`src/rtl/duck_draw_engine_if.sv`:
```
// Command/pixel bundle between the duck movement FSM, the draw engine and the VGA adapter.
// The master drives the command code and object select; the slave returns pixels and positions.
interface duck_draw_engine_if;
    logic [3:0] STATE;
    logic       PorB;
    logic       doneDrawing;
    logic [7:0] vga_x;
    logic [6:0] vga_y;
    logic [2:0] colour;
    logic       plot;
    logic [7:0] bird_x;
    logic [7:0] cross_x;
    logic [6:0] bird_y;
    logic [6:0] cross_y;

    modport master (
        output STATE, PorB,
        input  doneDrawing, vga_x, vga_y, colour, plot,
        input  bird_x, cross_x, bird_y, cross_y
    );

    modport slave (
        input  STATE, PorB,
        output doneDrawing, vga_x, vga_y, colour, plot,
        output bird_x, cross_x, bird_y, cross_y
    );
endinterface

```
`src/rtl/duck_draw_engine.sv`:
```
// Bird/crosshair position keeper and sprite-box pixel sweeper for the duck-hunt VGA path.
// One pixel per cycle; doneDrawing closes the FSM's wait loop on clear and draw commands.
module duck_draw_engine #(
    parameter int unsigned    SPRITE_W     = 8,
    parameter int unsigned    SPRITE_H     = 8,
    parameter int unsigned    X_MAX        = 152,
    parameter int unsigned    Y_MAX        = 112,
    parameter int unsigned    STEP         = 2,
    parameter int unsigned    BIRD_X0      = 0,
    parameter int unsigned    BIRD_Y0      = 56,
    parameter int unsigned    CROSS_X0     = 76,
    parameter int unsigned    CROSS_Y0     = 56,
    parameter logic [2:0]     BG_COLOUR    = 3'b011,
    parameter logic [2:0]     BIRD_COLOUR  = 3'b110,
    parameter logic [2:0]     CROSS_COLOUR = 3'b100
) (
    input  logic              clk,
    input  logic              reset_n,
    duck_draw_engine_if.slave bus
);

    localparam int unsigned N_PIX = SPRITE_W * SPRITE_H;
    localparam int unsigned CNT_W = $clog2(N_PIX);
    localparam int unsigned XW    = $clog2(SPRITE_W);
    localparam int unsigned YW    = CNT_W - XW;

    localparam logic [3:0] CMD_CLEAR = 4'b0001;
    localparam logic [3:0] CMD_LEFT  = 4'b0011;
    localparam logic [3:0] CMD_RIGHT = 4'b0010;
    localparam logic [3:0] CMD_DOWN  = 4'b0110;
    localparam logic [3:0] CMD_UP    = 4'b0111;
    localparam logic [3:0] CMD_DRAW  = 4'b0101;

    localparam logic [XW-1:0]    CX_MID  = XW'(SPRITE_W / 2);
    localparam logic [YW-1:0]    CY_MID  = YW'(SPRITE_H / 2);
    localparam logic [8:0]       STEP9   = 9'(STEP);
    localparam logic [8:0]       XMAX9   = 9'(X_MAX);
    localparam logic [8:0]       YMAX9   = 9'(Y_MAX);
    localparam logic [CNT_W-1:0] CNT_ONE = CNT_W'(1);
    localparam logic [CNT_W-1:0] CNT_ZERO = CNT_W'(0);

    // Saturating step toward zero, evaluated wide so the subtraction never wraps.
    function automatic logic [8:0] sat_dec(input logic [8:0] v);
        sat_dec = (v < STEP9) ? 9'd0 : (v - STEP9);
    endfunction

    // Saturating step toward the limit, evaluated wide so the addition never wraps.
    function automatic logic [8:0] sat_inc(input logic [8:0] v, input logic [8:0] lim);
        sat_inc = (v > (lim - STEP9)) ? lim : (v + STEP9);
    endfunction

    logic [3:0]       prev_state_r;
    logic             busy_r;
    logic             op_draw_r;
    logic             obj_r;
    logic [7:0]       base_x_r;
    logic [6:0]       base_y_r;
    logic [CNT_W-1:0] cnt_r;
    logic [7:0]       bird_x_r;
    logic [7:0]       cross_x_r;
    logic [6:0]       bird_y_r;
    logic [6:0]       cross_y_r;
    logic [7:0]       vga_x_r;
    logic [6:0]       vga_y_r;
    logic [2:0]       colour_r;
    logic             plot_r;

    logic             new_cmd_s;
    logic             start_s;
    logic             move_s;
    logic             emit_s;
    logic             last_s;
    logic [7:0]       cur_x_s;
    logic [6:0]       cur_y_s;
    logic [7:0]       mov_x_s;
    logic [6:0]       mov_y_s;
    logic             pix_draw_s;
    logic             pix_obj_s;
    logic [7:0]       pix_bx_s;
    logic [6:0]       pix_by_s;
    logic [CNT_W-1:0] pix_idx_s;
    logic [XW-1:0]    cx_s;
    logic [YW-1:0]    cy_s;
    logic [7:0]       pix_x_s;
    logic [6:0]       pix_y_s;
    logic             pix_plot_s;
    logic [2:0]       pix_colour_s;

    // Command edge detection and sweep sequencing flags.
    always_comb begin
        new_cmd_s = (bus.STATE != prev_state_r);
        start_s   = ((bus.STATE == CMD_CLEAR) || (bus.STATE == CMD_DRAW)) && new_cmd_s && !busy_r;
        move_s    = new_cmd_s && !busy_r;
        // cnt_r names the next pixel to emit; it wraps to zero once the last one is out.
        emit_s    = start_s || (busy_r && (cnt_r != CNT_ZERO));
        last_s    = busy_r && (cnt_r == CNT_ZERO);
    end

    // Saturated next position of the selected object for the presented move code.
    always_comb begin
        cur_x_s = bus.PorB ? cross_x_r : bird_x_r;
        cur_y_s = bus.PorB ? cross_y_r : bird_y_r;
        mov_x_s = cur_x_s;
        mov_y_s = cur_y_s;
        case (bus.STATE)
            CMD_LEFT:  mov_x_s = 8'(sat_dec({1'b0, cur_x_s}));
            CMD_RIGHT: mov_x_s = 8'(sat_inc({1'b0, cur_x_s}, XMAX9));
            CMD_UP:    mov_y_s = 7'(sat_dec({2'b00, cur_y_s}));
            CMD_DOWN:  mov_y_s = 7'(sat_inc({2'b00, cur_y_s}, YMAX9));
            default: begin
                mov_x_s = cur_x_s;
                mov_y_s = cur_y_s;
            end
        endcase
    end

    // Pixel generator: the starting cycle uses live inputs, later cycles the latched job.
    always_comb begin
        if (busy_r) begin
            pix_draw_s = op_draw_r;
            pix_obj_s  = obj_r;
            pix_bx_s   = base_x_r;
            pix_by_s   = base_y_r;
            pix_idx_s  = cnt_r;
        end else begin
            pix_draw_s = (bus.STATE == CMD_DRAW);
            pix_obj_s  = bus.PorB;
            pix_bx_s   = cur_x_s;
            pix_by_s   = cur_y_s;
            pix_idx_s  = CNT_ZERO;
        end
        cx_s    = pix_idx_s[XW-1:0];
        cy_s    = pix_idx_s[CNT_W-1:XW];
        pix_x_s = pix_bx_s + 8'(cx_s);
        pix_y_s = pix_by_s + 7'(cy_s);
        if (!pix_draw_s) begin
            pix_plot_s   = 1'b1;
            pix_colour_s = BG_COLOUR;
        end else if (!pix_obj_s) begin
            pix_plot_s   = 1'b1;
            pix_colour_s = BIRD_COLOUR;
        end else begin
            pix_plot_s   = (cx_s == CX_MID) || (cy_s == CY_MID);
            pix_colour_s = CROSS_COLOUR;
        end
    end

    // Previous command code, reset to an unused code so the first CLEAR reads as new.
    always_ff @(posedge clk or negedge reset_n) begin
        if (!reset_n) begin
            prev_state_r <= 4'hF;
        end else begin
            prev_state_r <= bus.STATE;
        end
    end

    // Sweep job latch and pixel counter.
    always_ff @(posedge clk or negedge reset_n) begin
        if (!reset_n) begin
            busy_r    <= 1'b0;
            op_draw_r <= 1'b0;
            obj_r     <= 1'b0;
            base_x_r  <= 8'd0;
            base_y_r  <= 7'd0;
            cnt_r     <= CNT_ZERO;
        end else if (start_s) begin
            busy_r    <= 1'b1;
            op_draw_r <= (bus.STATE == CMD_DRAW);
            obj_r     <= bus.PorB;
            base_x_r  <= cur_x_s;
            base_y_r  <= cur_y_s;
            cnt_r     <= CNT_ONE;
        end else if (busy_r) begin
            cnt_r  <= cnt_r + CNT_ONE;
            busy_r <= !last_s;
        end else begin
            cnt_r <= cnt_r;
        end
    end

    // Object positions; moves are locked out while a sweep is in flight.
    always_ff @(posedge clk or negedge reset_n) begin
        if (!reset_n) begin
            bird_x_r  <= 8'(BIRD_X0);
            bird_y_r  <= 7'(BIRD_Y0);
            cross_x_r <= 8'(CROSS_X0);
            cross_y_r <= 7'(CROSS_Y0);
        end else if (move_s && bus.PorB) begin
            cross_x_r <= mov_x_s;
            cross_y_r <= mov_y_s;
        end else if (move_s) begin
            bird_x_r <= mov_x_s;
            bird_y_r <= mov_y_s;
        end else begin
            bird_x_r <= bird_x_r;
        end
    end

    // Registered VGA pixel stream.
    always_ff @(posedge clk or negedge reset_n) begin
        if (!reset_n) begin
            vga_x_r  <= 8'd0;
            vga_y_r  <= 7'd0;
            colour_r <= 3'd0;
            plot_r   <= 1'b0;
        end else if (emit_s) begin
            vga_x_r  <= pix_x_s;
            vga_y_r  <= pix_y_s;
            colour_r <= pix_colour_s;
            plot_r   <= pix_plot_s;
        end else begin
            plot_r <= 1'b0;
        end
    end

    assign bus.doneDrawing = ~busy_r & ~start_s;
    assign bus.vga_x       = vga_x_r;
    assign bus.vga_y       = vga_y_r;
    assign bus.colour      = colour_r;
    assign bus.plot        = plot_r;
    assign bus.bird_x      = bird_x_r;
    assign bus.bird_y      = bird_y_r;
    assign bus.cross_x     = cross_x_r;
    assign bus.cross_y     = cross_y_r;

endmodule

```
`src/flat_wrapper.sv`:
```
// flat-port wrapper written by rule: the top's interface ports become plain ports
module duck_draw_engine_flat 
#(
    parameter int unsigned    SPRITE_W     = 8,
    parameter int unsigned    SPRITE_H     = 8,
    parameter int unsigned    X_MAX        = 152,
    parameter int unsigned    Y_MAX        = 112,
    parameter int unsigned    STEP         = 2,
    parameter int unsigned    BIRD_X0      = 0,
    parameter int unsigned    BIRD_Y0      = 56,
    parameter int unsigned    CROSS_X0     = 76,
    parameter int unsigned    CROSS_Y0     = 56,
    parameter logic [2:0]     BG_COLOUR    = 3'b011,
    parameter logic [2:0]     BIRD_COLOUR  = 3'b110,
    parameter logic [2:0]     CROSS_COLOUR = 3'b100
)
  (clk, reset_n, bus_STATE, bus_PorB, bus_doneDrawing, bus_vga_x, bus_vga_y, bus_colour, bus_plot, bus_bird_x, bus_cross_x, bus_bird_y, bus_cross_y);
  duck_draw_engine_if bus_i ();
  input  logic clk;
  input  logic reset_n;
  input wire logic [$bits(bus_i.STATE)-1:0] bus_STATE;
  input wire logic [$bits(bus_i.PorB)-1:0] bus_PorB;
  output wire logic [$bits(bus_i.doneDrawing)-1:0] bus_doneDrawing;
  output wire logic [$bits(bus_i.vga_x)-1:0] bus_vga_x;
  output wire logic [$bits(bus_i.vga_y)-1:0] bus_vga_y;
  output wire logic [$bits(bus_i.colour)-1:0] bus_colour;
  output wire logic [$bits(bus_i.plot)-1:0] bus_plot;
  output wire logic [$bits(bus_i.bird_x)-1:0] bus_bird_x;
  output wire logic [$bits(bus_i.cross_x)-1:0] bus_cross_x;
  output wire logic [$bits(bus_i.bird_y)-1:0] bus_bird_y;
  output wire logic [$bits(bus_i.cross_y)-1:0] bus_cross_y;
  assign bus_i.STATE = bus_STATE;
  assign bus_i.PorB = bus_PorB;
  assign bus_doneDrawing = bus_i.doneDrawing;
  assign bus_vga_x = bus_i.vga_x;
  assign bus_vga_y = bus_i.vga_y;
  assign bus_colour = bus_i.colour;
  assign bus_plot = bus_i.plot;
  assign bus_bird_x = bus_i.bird_x;
  assign bus_cross_x = bus_i.cross_x;
  assign bus_bird_y = bus_i.bird_y;
  assign bus_cross_y = bus_i.cross_y;
  duck_draw_engine #(.SPRITE_W(SPRITE_W), .SPRITE_H(SPRITE_H), .X_MAX(X_MAX), .Y_MAX(Y_MAX), .STEP(STEP), .BIRD_X0(BIRD_X0), .BIRD_Y0(BIRD_Y0), .CROSS_X0(CROSS_X0), .CROSS_Y0(CROSS_Y0), .BG_COLOUR(BG_COLOUR), .BIRD_COLOUR(BIRD_COLOUR), .CROSS_COLOUR(CROSS_COLOUR)) u_core (.clk(clk), .reset_n(reset_n), .bus(bus_i));
endmodule
```
`config.mk`:
```
export PLATFORM = sky130hd
export DESIGN_NAME = duck_draw_engine_flat
export DESIGN_NICKNAME = d
export VERILOG_FILES = /design/src/rtl/duck_draw_engine_if.sv /design/src/rtl/duck_draw_engine.sv /design/src/flat_wrapper.sv
export SDC_FILE = /design/constraint.sdc
export NUM_CORES = 1
export LEC_CHECK = 0
export CORE_MARGIN = 8
export CORE_UTILIZATION = 50
export CTS_CLUSTER_SIZE = 40
export DETAILED_ROUTE_END_ITERATION = 12
export PLACE_DENSITY_LB_ADDON = 0.08
export SYNTH_ARGS = -nofsm -noshare
export SYNTH_HDL_FRONTEND = slang
export SYNTH_SLANG_ARGS = --single-unit
```
`constraint.sdc`:
```
create_clock -name clk -period 3.37 [get_ports clk]
set_clock_uncertainty 0.05 [all_clocks]
set_input_delay 0.337 -clock clk [delete_from_list [all_inputs] [get_ports clk]]
set_output_delay 0.337 -clock clk [all_outputs]
set_load 0.01 [all_outputs]
```
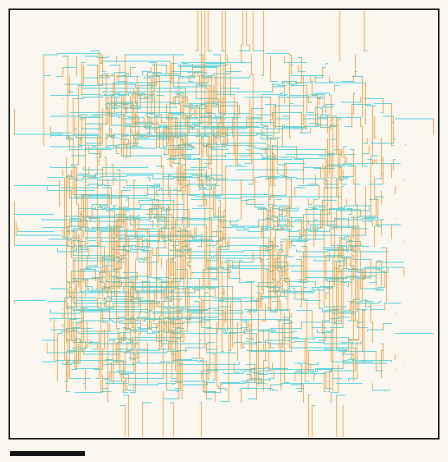
metal_stack.png
Bar = 20 microns. Only two layers are drawn.
Cyan shows met1, wire length 5810 microns. Orange shows met2, wire length 5830 microns.
DR vias: 4146
DR WL/cell: 18.5 microns

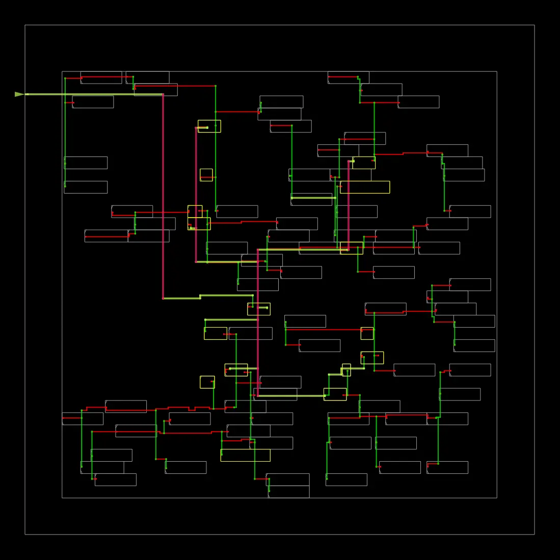
final_clocks.png
registers: 77
Clk power: 0.796 mW

==> results.cfg <==
; yosys + openroad results
[worst_setup_path]
cp-end-kind = flop
crit_slowest_cell = dfrtp_1
criticalPathCategory = flop to flop
start_kind = flop
crit_required_ns = 3.59
arrival_ns = 3.05
critical-path-top-delay-family = multiplexers

[logic_synthesis]
syn_area_sq_mm = 0.00478
synthAoiAreaFrac = 0.174
ys_cells = 499
yosysTopAreaCell = dfrtp_1
ys_types = 69
edf_count = 0
xor_share = 0.0275
adder_share = 0.0398
synth_nets = 520
synthTopCellsByCount = dfrtp_1, o21ai_0, nor2_1
ys_sh_mux = 0.118
topCellsByArea = dfrtp_1, dfstp_2, mux2_2
simple_gate_share = 0.199
yosysWarningCount = 0
synth_chip_area_sq_mm = 0.00478

[placement]
hpwl_microns = 9270

[floorplanning]
ios = 57
num_rows = 35
die_height_microns = 114
fp.dieW_microns = 114

[sta]
fin_crit_ns = 2.83
max_freq_mhz = 354
tightest_slew_ns = 0.959
slew_viol_final = 0
relSlewSlack = 0.360
worst_slack_ns = 0.543
finalSetupViolations = 0
finalClockPeriodUsage = 0.839
finalSetupTns_ns = 0
hold_viol = 0

[clock_tree]
root_buffer = clkbuf_8
ctsHoldBuffers = 0
cts_sinks = 77
clk_latency_ns = 0.36
cts_tree = done
numCtsBuffers = 9
ctsResizeCount = 0

[run]
warnings = 29
maxCapViolations = 0

[grt]
grt_pass1_wl_microns = 21000
grt.total_usage = 0.203
antenna_found_initial = 0
grt_max_degree = 78
grt-ovfl-total = 0

[layout]
area.growth.synth_to_final_pct = 20.1
nets = 575
drive_gt1_frac = 0.154
stdcell_count = 688
final_area_sq_mm = 0.00573

[run_status]
status = finished clean

[power]
p_total_mw = 5.02
p_leak_nw = 2.38
ir_worst_vdd_mv = 0.346
powerDensity_mw_per_mm2 = 876

[min_path]
hold_class = input port to async pin

[detailed_routing]
avgViaCountPerCell = 6.03
drt_pass1_iterations = 5
state kept, by name, indices dropped and copies added, names as in the netlist, 3 cells and up:
register / cells
u_core.bus.vga_x: 8
u_core.bus.bird_x: 8
u_core.bus.cross_x: 8
u_core.bus.colour: 3
u_core.bus.bird_y: 7
u_core.bus.vga_y: 7
u_core.bus.cross_y: 7
u_core.cnt_r: 6
u_core.base_x_r: 8
u_core.base_y_r: 7
u_core.prev_state_r: 4
report_power, final:
part	switching [mW]	leakage, nW	internal (mW)	total, mW
clock	0.375	0.106	0.421	0.796
sequential	0.418	0.922	1.33	1.75
combinational	1.25	1.35	1.23	2.48
final cells by class:
class	instances	area, sq um	area share
Clock buffer	9	124	0.0216
Clock inverter	7	97.6	0.0170
Inverter	13	48.8	0.00851
Multi-Input combinational cell	380	2670	0.465
Sequential cell	77	1940	0.339
Tap cell	129	161	0.0281
Timing Repair Buffer	73	693	0.121
path summary, 6_finish.rpt:
check,from,endpoint,slack (ns),cells after the start
worst min-delay path,reset_n,u_core.bus.plot$_DFF_PN0_,0.07,1
max in group asynchronous,reset_n,u_core.bus.bird_x[6]$_DFFE_PN0P_,2.57,1
min in group clk,u_core.base_y_r[5]$_DFFE_PN0P_,u_core.base_y_r[5]$_DFFE_PN0P_,0.44,2
worst min register to register,u_core.base_y_r[5]$_DFFE_PN0P_,u_core.base_y_r[5]$_DFFE_PN0P_,0.44,2
worst max-delay path,u_core.busy_r$_DFF_PN0_,u_core.bus.vga_x[7]$_DFFE_PN0P_,0.54,7
worst max register to register,u_core.busy_r$_DFF_PN0_,u_core.bus.vga_x[7]$_DFFE_PN0P_,0.54,7
routing by layer:
metal	global-route usage	vias up	wire length [microns]
met1	0.266	2024	5810
met3	0.0449	23	786
met5	0	-	0
met4	0.0693	0	280
li1	-	1952	-
met2	0.323	147	5830
No activity file was given, so power comes from the tool's default toggle rates.
